==> images/gate_families.png <==
The bar under the picture is 20 um long.
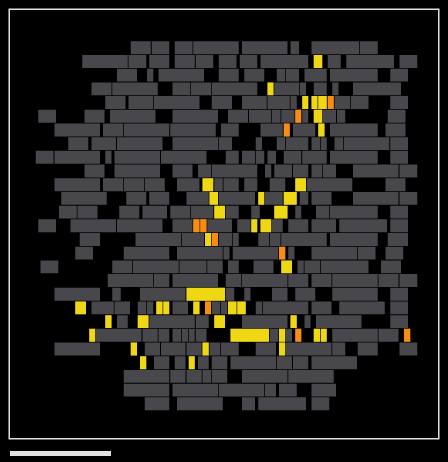
==> images/final_placement.png <==
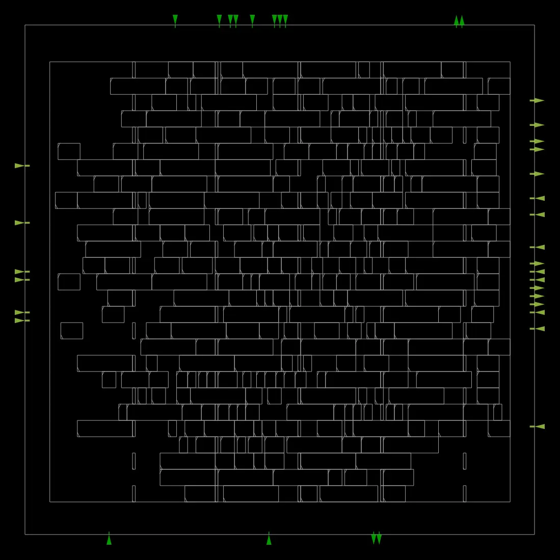
==> images/metal_stack.png <==
The bar under the picture is 20 um long.
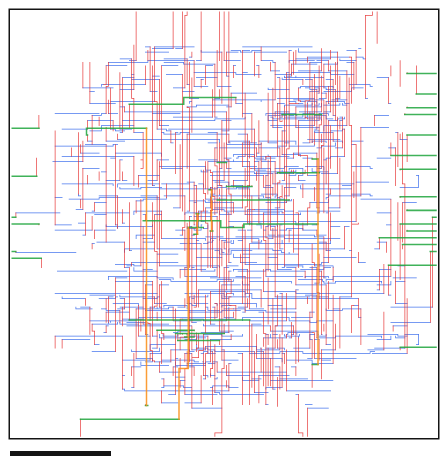
===== config.mk =====
export PLATFORM = sky130hd
export DESIGN_NAME = multi_digit_seven_seg
export DESIGN_NICKNAME = d
export VERILOG_FILES = /design/src/rtl/multi_digit_seven_seg.sv
export SDC_FILE = /design/constraint.sdc
export NUM_CORES = 1
export LEC_CHECK = 0
export CORE_MARGIN = 4
export CORE_UTILIZATION = 55
export CTS_CLUSTER_DIAMETER = 150
export DETAILED_ROUTE_END_ITERATION = 8
export PLACE_DENSITY = 0.88
export SYNTH_ARGS = -nofsm -noshare
export SYNTH_HDL_FRONTEND = slang
export SYNTH_SLANG_ARGS = --single-unit

===== constraint.sdc =====
create_clock -name clk -period 3.05 [get_ports clk]
set_input_delay 0.61 -clock clk [delete_from_list [all_inputs] [get_ports clk]]
set_output_delay 0.61 -clock clk [all_outputs]
set_load 0.01 [all_outputs]

===== src/rtl/multi_digit_seven_seg.sv =====
// multi_digit_seven_seg
//   Time-multiplexed driver for NUM_DIGITS seven-segment digits that share one
//   segment bus. The caller loads a packed hex word and per-digit decimal points
//   into a shadow register. The shadow copy moves to the displayed (active) copy
//   only at a frame boundary, so a frame never mixes old and new digits. Each
//   digit is shown for SLOT_CYCLES clocks. The first GUARD_CYCLES of every slot
//   turn all digits off so the previous digit does not ghost onto the next one.
//
// Ports
//   clk           system clock, rising edge
//   rst           asynchronous active-high reset
//   value         hex digits, digit i = value[4i+3:4i], digit 0 least significant
//   dp_in         decimal point request per digit, 1 = lit
//   load          capture value/dp_in into the shadow register
//   blank_lz      1 = blank leading zero digits (sampled live)
//   display_segs  segments {g,f,e,d,c,b,a}, polarity per ACTIVE_LOW
//   display_dp    decimal point of the digit currently shown
//   digit_en      one-hot digit select, polarity per ACTIVE_LOW
//   frame_done    one-cycle pulse after the last digit slot of a frame ends
module multi_digit_seven_seg #(
  parameter int NUM_DIGITS   = 4,
  parameter int SLOT_CYCLES  = 50000,
  parameter int GUARD_CYCLES = 2,
  parameter int ACTIVE_LOW   = 1
) (
  input  logic                    clk,
  input  logic                    rst,
  input  logic [4*NUM_DIGITS-1:0] value,
  input  logic [NUM_DIGITS-1:0]   dp_in,
  input  logic                    load,
  input  logic                    blank_lz,
  output logic [6:0]              display_segs,
  output logic                    display_dp,
  output logic [NUM_DIGITS-1:0]   digit_en,
  output logic                    frame_done
);

  localparam int CNT_W = (SLOT_CYCLES > 1) ? $clog2(SLOT_CYCLES) : 1;
  localparam int IDX_W = (NUM_DIGITS > 1) ? $clog2(NUM_DIGITS) : 1;
  // POL is XORed onto the internal "1 = lit" signals to get pin polarity.
  localparam logic             POL       = (ACTIVE_LOW != 0);
  localparam logic [CNT_W-1:0] SLOT_LAST = CNT_W'(SLOT_CYCLES - 1);
  localparam logic [CNT_W-1:0] GUARD_END = CNT_W'(GUARD_CYCLES);
  localparam logic [IDX_W-1:0] IDX_LAST  = IDX_W'(NUM_DIGITS - 1);

  logic [CNT_W-1:0]        slot_cnt;
  logic [IDX_W-1:0]        digit_idx;
  logic [4*NUM_DIGITS-1:0] shadow_val;
  logic [NUM_DIGITS-1:0]   shadow_dp;
  logic [4*NUM_DIGITS-1:0] active_val;
  logic [NUM_DIGITS-1:0]   active_dp;

  logic                    slot_end;
  logic                    frame_end;
  logic                    in_guard;
  logic [3:0]              nib;
  logic                    dp_req;
  logic                    lead_zero;
  logic                    zero_run;
  logic [6:0]              segs_lit;
  logic                    dp_lit;
  logic [NUM_DIGITS-1:0]   en_lit;

  // Returns the segment pattern in active-low form {g,f,e,d,c,b,a}.
  function automatic logic [6:0] seg_decode(input logic [3:0] n);
    logic [6:0] s;
    case (n)
      4'h0:    s = 7'b1000000;
      4'h1:    s = 7'b1111001;
      4'h2:    s = 7'b0100100;
      4'h3:    s = 7'b0110000;
      4'h4:    s = 7'b0011001;
      4'h5:    s = 7'b0010010;
      4'h6:    s = 7'b0000010;
      4'h7:    s = 7'b1111000;
      4'h8:    s = 7'b0000000;
      4'h9:    s = 7'b0010000;
      4'hA:    s = 7'b0001000;
      4'hB:    s = 7'b0000011;
      4'hC:    s = 7'b1000110;
      4'hD:    s = 7'b0100001;
      4'hE:    s = 7'b0000110;
      default: s = 7'b0001110;
    endcase
    return s;
  endfunction

  assign slot_end  = (slot_cnt == SLOT_LAST);
  assign frame_end = slot_end && (digit_idx == IDX_LAST);

  // Scan position: slot counter inside a digit, digit index across the frame.
  always_ff @(posedge clk or posedge rst) begin
    if (rst) begin
      slot_cnt  <= '0;
      digit_idx <= '0;
    end else if (slot_end) begin
      slot_cnt  <= '0;
      digit_idx <= (digit_idx == IDX_LAST) ? '0 : digit_idx + 1'b1;
    end else begin
      slot_cnt  <= slot_cnt + 1'b1;
    end
  end

  // The last load of a frame wins. A load that lands on the boundary cycle
  // itself bypasses the shadow so it is not delayed by a whole frame.
  always_ff @(posedge clk or posedge rst) begin
    if (rst) begin
      shadow_val <= '0;
      shadow_dp  <= '0;
      active_val <= '0;
      active_dp  <= '0;
      frame_done <= 1'b0;
    end else begin
      if (load) begin
        shadow_val <= value;
        shadow_dp  <= dp_in;
      end
      if (frame_end) begin
        active_val <= load ? value : shadow_val;
        active_dp  <= load ? dp_in : shadow_dp;
      end
      frame_done <= frame_end;
    end
  end

  // Digit selection and leading-zero detection. zero_run stays high while
  // every nibble from the top down to the current index is zero.
  always_comb begin
    nib       = 4'h0;
    dp_req    = 1'b0;
    lead_zero = 1'b0;
    zero_run  = 1'b1;
    for (int i = NUM_DIGITS - 1; i >= 0; i--) begin
      zero_run = zero_run & (active_val[4*i +: 4] == 4'h0);
      if (digit_idx == IDX_W'(i)) begin
        nib       = active_val[4*i +: 4];
        dp_req    = active_dp[i];
        lead_zero = zero_run && (i != 0);
      end
    end
  end

  always_comb begin
    in_guard = (slot_cnt < GUARD_END);
    segs_lit = '0;
    dp_lit   = 1'b0;
    en_lit   = '0;
    if (!in_guard) begin
      // A blanked leading zero still drives its digit and honours its dp.
      segs_lit = (blank_lz && lead_zero) ? 7'h00 : ~seg_decode(nib);
      dp_lit   = dp_req;
      en_lit   = NUM_DIGITS'(1) << digit_idx;
    end
  end

  always_ff @(posedge clk or posedge rst) begin
    if (rst) begin
      display_segs <= {7{POL}};
      display_dp   <= POL;
      digit_en     <= {NUM_DIGITS{POL}};
    end else begin
      display_segs <= segs_lit ^ {7{POL}};
      display_dp   <= dp_lit ^ POL;
      digit_en     <= en_lit ^ {NUM_DIGITS{POL}};
    end
  end

endmodule


==> results_slide.txt <==
Synthesis and Place & Route Summary

Power and ir drop
  • Comb. pwr: 171 uW
  • Logic pwr share: 9.3%
  • P_int: 1.43 mW
  • Peak VDD IR: 0.326 mV
  • P_seq: 1.02 mW
  • Clock group: 654 uW
  • Pwr Density: 473 nW/um^2
  • Lkg Pwr: 1.70 nW

Worst setup path
  • Critical path's top delay family: AND-OR/OR-AND gates
  • CP peak stage delay: 0.42 ns
  • Buf+Inv Stages, Crit Path: 2
  • End point of the critical path: display_segs[3]
  • Critical Path AT: 2.89 ns
  • Slowest library cell on the worst path: dfrtp_1
  • Worst setup EP type: register
  • Reg-to-reg endpoint: display_segs[3]
  • Worst path required time: 3.31 ns

Yosys
  • Async S/R FF share, synth: 100%
  • # Cells Yosys: 269
  • Leading area contributor after synthesis: dfrtp_1
  • Compound-Gate Fraction of Synth Area: 5.75%
  • Synthesized area: 3260 sq um
  • Synthesis warning total: 0
  • Post-Synthesis Cells: 269
  • Post-synth mux share: 14.9%
  • Yosys synthesis chip area: 3260 sq um
  • Top logic family: multiplexers
  • Yosys cell types: 42
  • Top cell area share: 45.2%
  • Number of enable flip-flop cells: 0
  • Mean Syn Cell Area: 12.1 sq um
  • Top post-synthesis cells by count: dfrtp_1, mux2_2, nor2_1

Die
  • Die width: 85.0 um
  • Die area: 7230 sq um
  • FP Core Util: 57.8%
  • # rows: 27
  • Core footprint: 5640 sq um

CTS
  • Clock transition at the registers of the reported paths: 0.07 ns
  • CTS Sinks: 71
  • Post-CTS setup buffers: 0
  • CTS root buffer: clkbuf_8
  • TritonCTS clock tree: built
  • Clk buf depth: 2
  • Post-CTS sizing: 0

Final layout
  • Top cell excl fill/tap: dfrtp_1
  • Storage cell area: 1790 sq um
  • Comb area share: 35.6%
  • Largest registers: active_val: 16 flops, shadow_val: 16 flops, slot_cnt: 16 flops
  • Signal buffers share of area: 10.7%
  • Nonclk inv count: 10
  • Diodes inserted: 0
  • Clock-cell share of area: 4.40%
  • Sequential fraction of total cell area: 46.0%
  • Logic area: 1390 sq um
  • Fin nets: 347
  • Layout cell share with drive strength beyond 1: 24.6%
  • Clock buf count: 15
  • Layout area overhead: 19.4%
  • Top Layout Cells: dfrtp_1, mux2_2, clkdlybuf4s50_1
  • Non-CTS buffers: 42

Drt
  • Avg Vias per Cell: 5.60
  • Routed Wire Length: 6240 um
  • Routed via count: 2177
  • WL met1: 2780 um
  • Met2 WL: 2990 um

Timing
  • Max Slew Vio Count: 0
  • Setup TNS: 0 ns
  • Final WS setup: 0.421 ns
  • Fin. Hold Viols: 0
  • Minimum clock period: 2.63 ns
  • Final Cycle Share: 86.2%

Job
  • Max Cap Viol: 0
  • Log Warnings: 34

Global routing
  • Vias in the first global route: 2274
  • Gr ovfl total: 0
  • Largest net degree at the start of global routing: 33
  • GR peak layer: met2
  • First-pass GRT wire length: 10500 um
  • Initial antenna violation count: 0
  • Met3 Track Usage GR: 3.98%
  • Met2 usage: 29.7%

Placed design
  • DP HPWL: 4530 um
  • Pre-CTS setup slack: 0.495 ns
  • Port bufs: 36
  • Placed Instances: 373

Worst hold path
  • Number of cells on the worst hold path: 1
  • Hold path endpoint: slot_cnt[0]

Run status
  • Status: completed
## Picture notes: gate_families.png
Yellow shows NOR gates, cells 39, most used nor2_1. Orange shows inverters, cells 10, most used inv_1.

## Picture notes: final_placement.png
Fill cells: 384
Final Non-Filler Cells: 389
Tapcell Cnt: 72
registers: 71

## Picture notes: metal_stack.png
Orange shows met4, wire length 148 um. Red shows met2, wire length 2990 um. Green shows met3, wire length 315 um. Blue shows met1, wire length 2780 um.

Power figures rest on the tool's default switching activity, not on a simulated workload.
